File: config.mk
export PLATFORM = sky130hd
export DESIGN_NAME = serial_add_ctrl
export DESIGN_NICKNAME = d
export VERILOG_FILES = /design/src/rtl/serial_add_ctrl.sv
export SDC_FILE = /design/constraint.sdc
export NUM_CORES = 1
export LEC_CHECK = 0
export CORE_MARGIN = 4
export CORE_UTILIZATION = 52
export CTS_BUF_LIST = sky130_fd_sc_hd__clkbuf_4
export CTS_CLUSTER_DIAMETER = 100
export DETAILED_ROUTE_END_ITERATION = 16
export PLACE_DENSITY = 0.89
export SYNTH_ARGS = -nofsm -noshare
export SYNTH_HDL_FRONTEND = slang
export SYNTH_SLANG_ARGS = --single-unit
File: constraint.sdc
create_clock -name clk_in -period 1.53 [get_ports clk_in]
set_input_delay 0.153 -clock clk_in [delete_from_list [all_inputs] [get_ports clk_in]]
set_output_delay 0.153 -clock clk_in [all_outputs]
set_load 0.005 [all_outputs]
File: src/rtl/serial_add_ctrl.sv
// Purpose : bit-serial adder; one full_add cell evaluates one bit per clock, LSB first.
// Latency : WIDTH+1 cycles from accepted start to done_out; one op per WIDTH+1 cycles.
// Backpressure: start_in is ignored while busy_out is high (no queuing); accepted again in DONE.
//
// Ports (serial_add_ctrl):
//   clk_in, rst_in           clock and synchronous active-high reset
//   start_in                 begin an addition (sampled in IDLE or DONE only)
//   a_in, b_in, c_in         operands and carry-in, captured on the accepting edge
//   busy_out, done_out       RUN indicator and one-cycle result-valid pulse
//   sum_out, carry_out       result registers, updated only on the edge entering DONE

// Single-bit full adder cell reused by the serial sequencer.
module full_add (
  input  logic a_in,
  input  logic b_in,
  input  logic c_in,
  output logic sum_out,
  output logic carry_out
);
  assign sum_out   = a_in ^ b_in ^ c_in;
  assign carry_out = (a_in & b_in) | (c_in & (a_in ^ b_in));
endmodule

module serial_add_ctrl #(
  parameter int WIDTH = 8
) (
  input  logic             clk_in,
  input  logic             rst_in,
  input  logic             start_in,
  input  logic [WIDTH-1:0] a_in,
  input  logic [WIDTH-1:0] b_in,
  input  logic             c_in,
  output logic             busy_out,
  output logic             done_out,
  output logic [WIDTH-1:0] sum_out,
  output logic             carry_out
);

  // Counter must hold 0..WIDTH-1; keep at least one bit for WIDTH=1.
  localparam int CW = (WIDTH > 1) ? $clog2(WIDTH) : 1;
  localparam logic [CW-1:0] LAST_BIT = CW'(WIDTH - 1);

  typedef enum logic [1:0] {
    IDLE = 2'd0,
    RUN  = 2'd1,
    DONE = 2'd2
  } state_t;

  state_t state, state_nxt;

  logic [WIDTH-1:0] a_sh;
  logic [WIDTH-1:0] b_sh;
  logic [WIDTH-1:0] work;
  logic [WIDTH-1:0] work_nxt;
  logic             carry_q;
  logic [CW-1:0]    cnt;
  logic             cell_sum;
  logic             cell_carry;
  logic             load;
  logic             last_bit;

  full_add u_full_add (
    .a_in      (a_sh[0]),
    .b_in      (b_sh[0]),
    .c_in      (carry_q),
    .sum_out   (cell_sum),
    .carry_out (cell_carry)
  );

  // Next-state and operand-load decode. A start in DONE reloads directly,
  // giving back-to-back operation without an IDLE bubble.
  always_comb begin
    state_nxt = state;
    load      = 1'b0;
    case (state)
      IDLE: begin
        if (start_in) begin
          state_nxt = RUN;
          load      = 1'b1;
        end
      end
      RUN: begin
        if (cnt == LAST_BIT) begin
          state_nxt = DONE;
        end
      end
      DONE: begin
        if (start_in) begin
          state_nxt = RUN;
          load      = 1'b1;
        end else begin
          state_nxt = IDLE;
        end
      end
      default: state_nxt = IDLE;
    endcase
  end

  // Working sum fills from the MSB so that after WIDTH shifts bit 0 holds
  // the first (LSB) result bit.
  always_comb begin
    work_nxt            = work >> 1;
    work_nxt[WIDTH-1]   = cell_sum;
    last_bit            = (state == RUN) && (cnt == LAST_BIT);
  end

  always_ff @(posedge clk_in) begin
    if (rst_in) begin
      state <= IDLE;
    end else begin
      state <= state_nxt;
    end
  end

  always_ff @(posedge clk_in) begin
    if (rst_in) begin
      a_sh      <= '0;
      b_sh      <= '0;
      work      <= '0;
      carry_q   <= 1'b0;
      cnt       <= '0;
      sum_out   <= '0;
      carry_out <= 1'b0;
    end else if (load) begin
      a_sh    <= a_in;
      b_sh    <= b_in;
      carry_q <= c_in;
      work    <= '0;
      cnt     <= '0;
    end else if (state == RUN) begin
      a_sh    <= a_sh >> 1;
      b_sh    <= b_sh >> 1;
      work    <= work_nxt;
      carry_q <= cell_carry;
      cnt     <= cnt + CW'(1);
      // Result registers publish only on the final bit so they stay stable
      // through DONE, IDLE and any following RUN.
      if (last_bit) begin
        sum_out   <= work_nxt;
        carry_out <= cell_carry;
      end
    end
  end

  assign busy_out = (state == RUN);
  assign done_out = (state == DONE);

endmodule

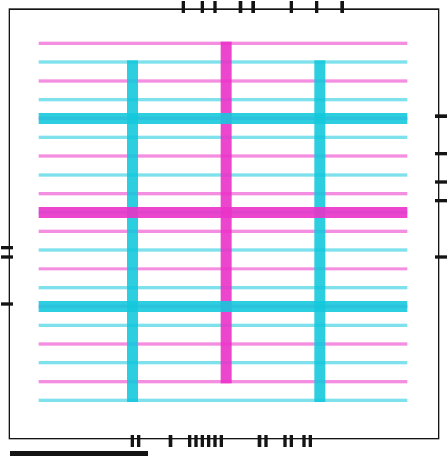
Fig. 1. Supply network.
Bar = 20 µm. Pins as bars on the die edge.
| net | color |
|---|---|
| VSS | cyan |
| VDD | magenta |
met5 straps: 3
signal pins: 31
met4 straps: 3
met1 rails: 20

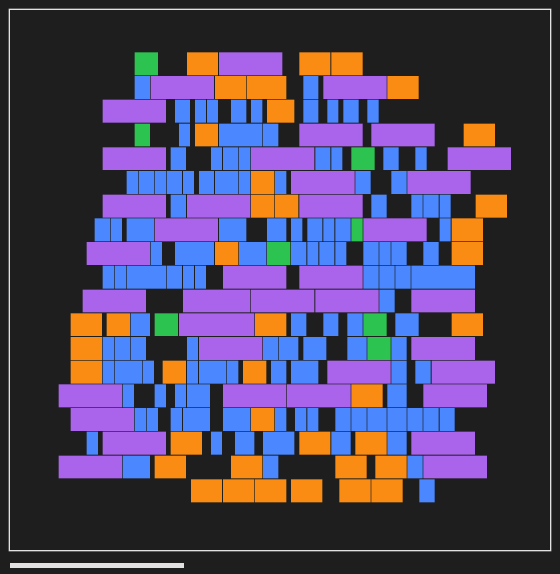
Fig. 2. Cell classes on the final placement.
Bar = 20 µm.
| class | color | cells |
|---|---|---|
| combinational and other logic | blue | 124 |
| other buffers and delay cells | orange | 39 |
| clock drivers and dummy loads | green | 8 |
| flops | purple | 38 |
final instance area: 1890 µm²
floorplan row count: 19
core footprint: 2760 µm²

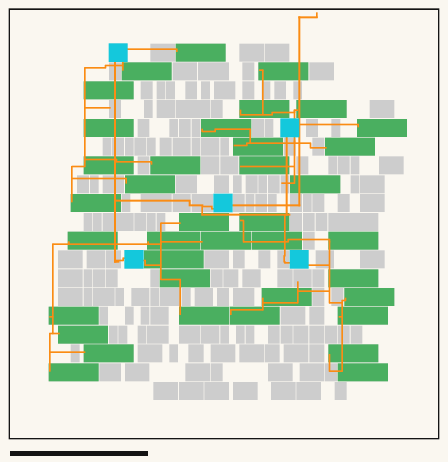
Fig. 3. Clock wires, drivers and flops.
Bar = 20 µm.
[flip-flops] green | count: 38
[clock drivers] cyan | count: 5
[clock wires] orange | length: 396 µm
routed clock nets: 6

==> flow_metrics.tcl <==
# implementation run metrics
set metrics [dict create \
    outcome "finished clean" \
    routedLengthMet1_um 1390 \
    drv_slew 0 \
    seq_area_frac_synth 0.503 \
    nNetsFinal 231 \
    ys_sh_xor 0.00579 \
    route.vias.total 1365 \
    ys_types 25 \
    grt.total_usage 0.193 \
    drive_above_1_share 0.105 \
    hold_end "a_sh[7]" \
    wl_per_cell_um 13.9 \
    gr-max-usage-layer "met2" \
    non_clock_inverter_count 1 \
    antenna_cells 0 \
    cts_resized 7 \
    port_buffers 30 \
    drv_cap 0 \
    buf_share 0.195 \
    warning_count 26 \
    endpoint "busy_out" \
    critPathLaunch "state[0]" \
    clockPowerShare 0.271 \
    routed_wl_um 3330 \
    synth.cellmix.simpleShare 0.237 \
    clkTransAtPathRegs_ns 0.10 \
    fin_ws_ns 0.165 \
    buffers 39 \
    synth-seq-cells 38 \
    endpoint_kind "output port" \
    async_flop_share 0 \
    min_from "a_in[7]" \
    fin_crit_sh 0.892 \
    ir_worst_vdd_uv 775 \
    grt_pass1_wl_um 5440 \
    finalSetupViolations 0 \
    taps 31 \
    area.growth.synth_to_final_pct 25.0 \
    cts_tree "built" \
    switchingPower_w 0.000473 \
    critical_path.slowest_cell "dfxtp_4" \
    pwr-share-seq 0.584 \
    dp_hpwl_um 2290 \
    yosys_cells 176 \
    flop_cell "dfxtp_1" \
    internal-power_w 0.00135 \
    yosys-top-cells-area "dfxtp_1 (50%), nand2_1 (9.4%), a21oi_1 (6.9%)" \
    rsz0062_at_grt "false" \
    critical_path_arrival_ns 1.21 \
    combPwrFrac 0.145 \
    muxShareOfSynthArea 0.00662 \
    most-common-layout-cells "nand2_1 (38), dfxtp_1 (36), clkdlybuf4s50_1 (28)" \
    crit_path_max_incr_delay_ns 0.37 \
    r2r-end "sum_out[4]" \
    sh_seq_area 0.405 \
    hp-class "in2reg" \
    reg_top3 "a_sh: 8 flops, b_sh: 8 flops, sum_out: 8 flops" \
    tightest_slew_ns 0.381 \
    antenna_found_initial 0 \
    edf_count 0 \
    route.met3.wl_um 191 \
    whs_ns 0.362 \
    drt-pass1-iter-count 4 \
    fin_skew_ns 0.00679 \
    fin_tns_setup_ns 0 \
    r2r_cells 5 \
    register_area_um2 766 \
    leakage_nw 0.689 \
    num-fill-cells 220 \
    clock_latency_ns 0.34 \
    seq-power_w 0.00107 \
    max_freq_mhz 733 \
    power.total_w 0.00183 \
    final_cells 240 \
    p_sw_frac 0.259 \
    synth_nets 199 \
]
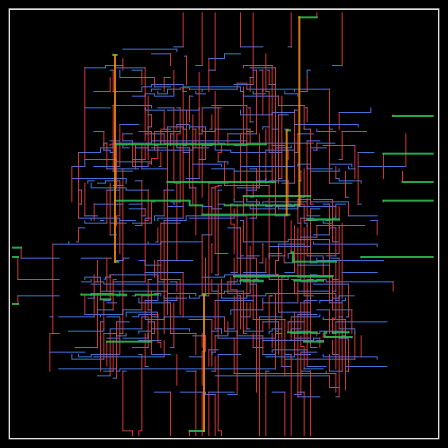
Fig. 4. Routed metal, one color a layer.
| layer | color | wire length |
|---|---|---|
| metal 3 | green | 192 µm |
| metal 2 | red | 1,660 µm |
| metal 4 | orange | 89.1 µm |
| metal 1 | blue | 1,390 µm |

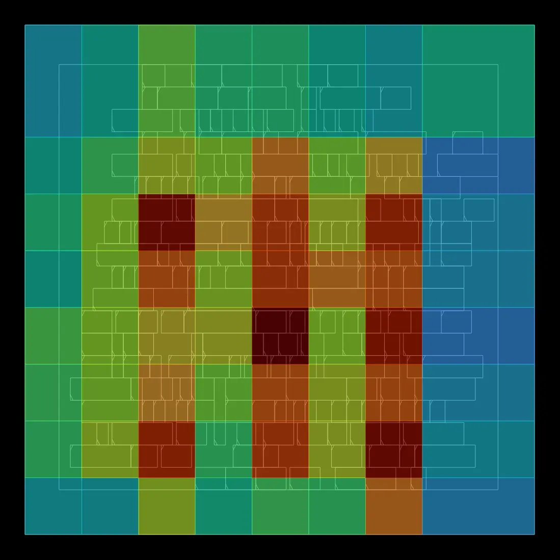
Fig. 5. Routing congestion map.
GR Util met1: 0.229
Layout Utilization: 0.686
GR Util met3: 0.0558

Power and IR drop assume default switching activity.
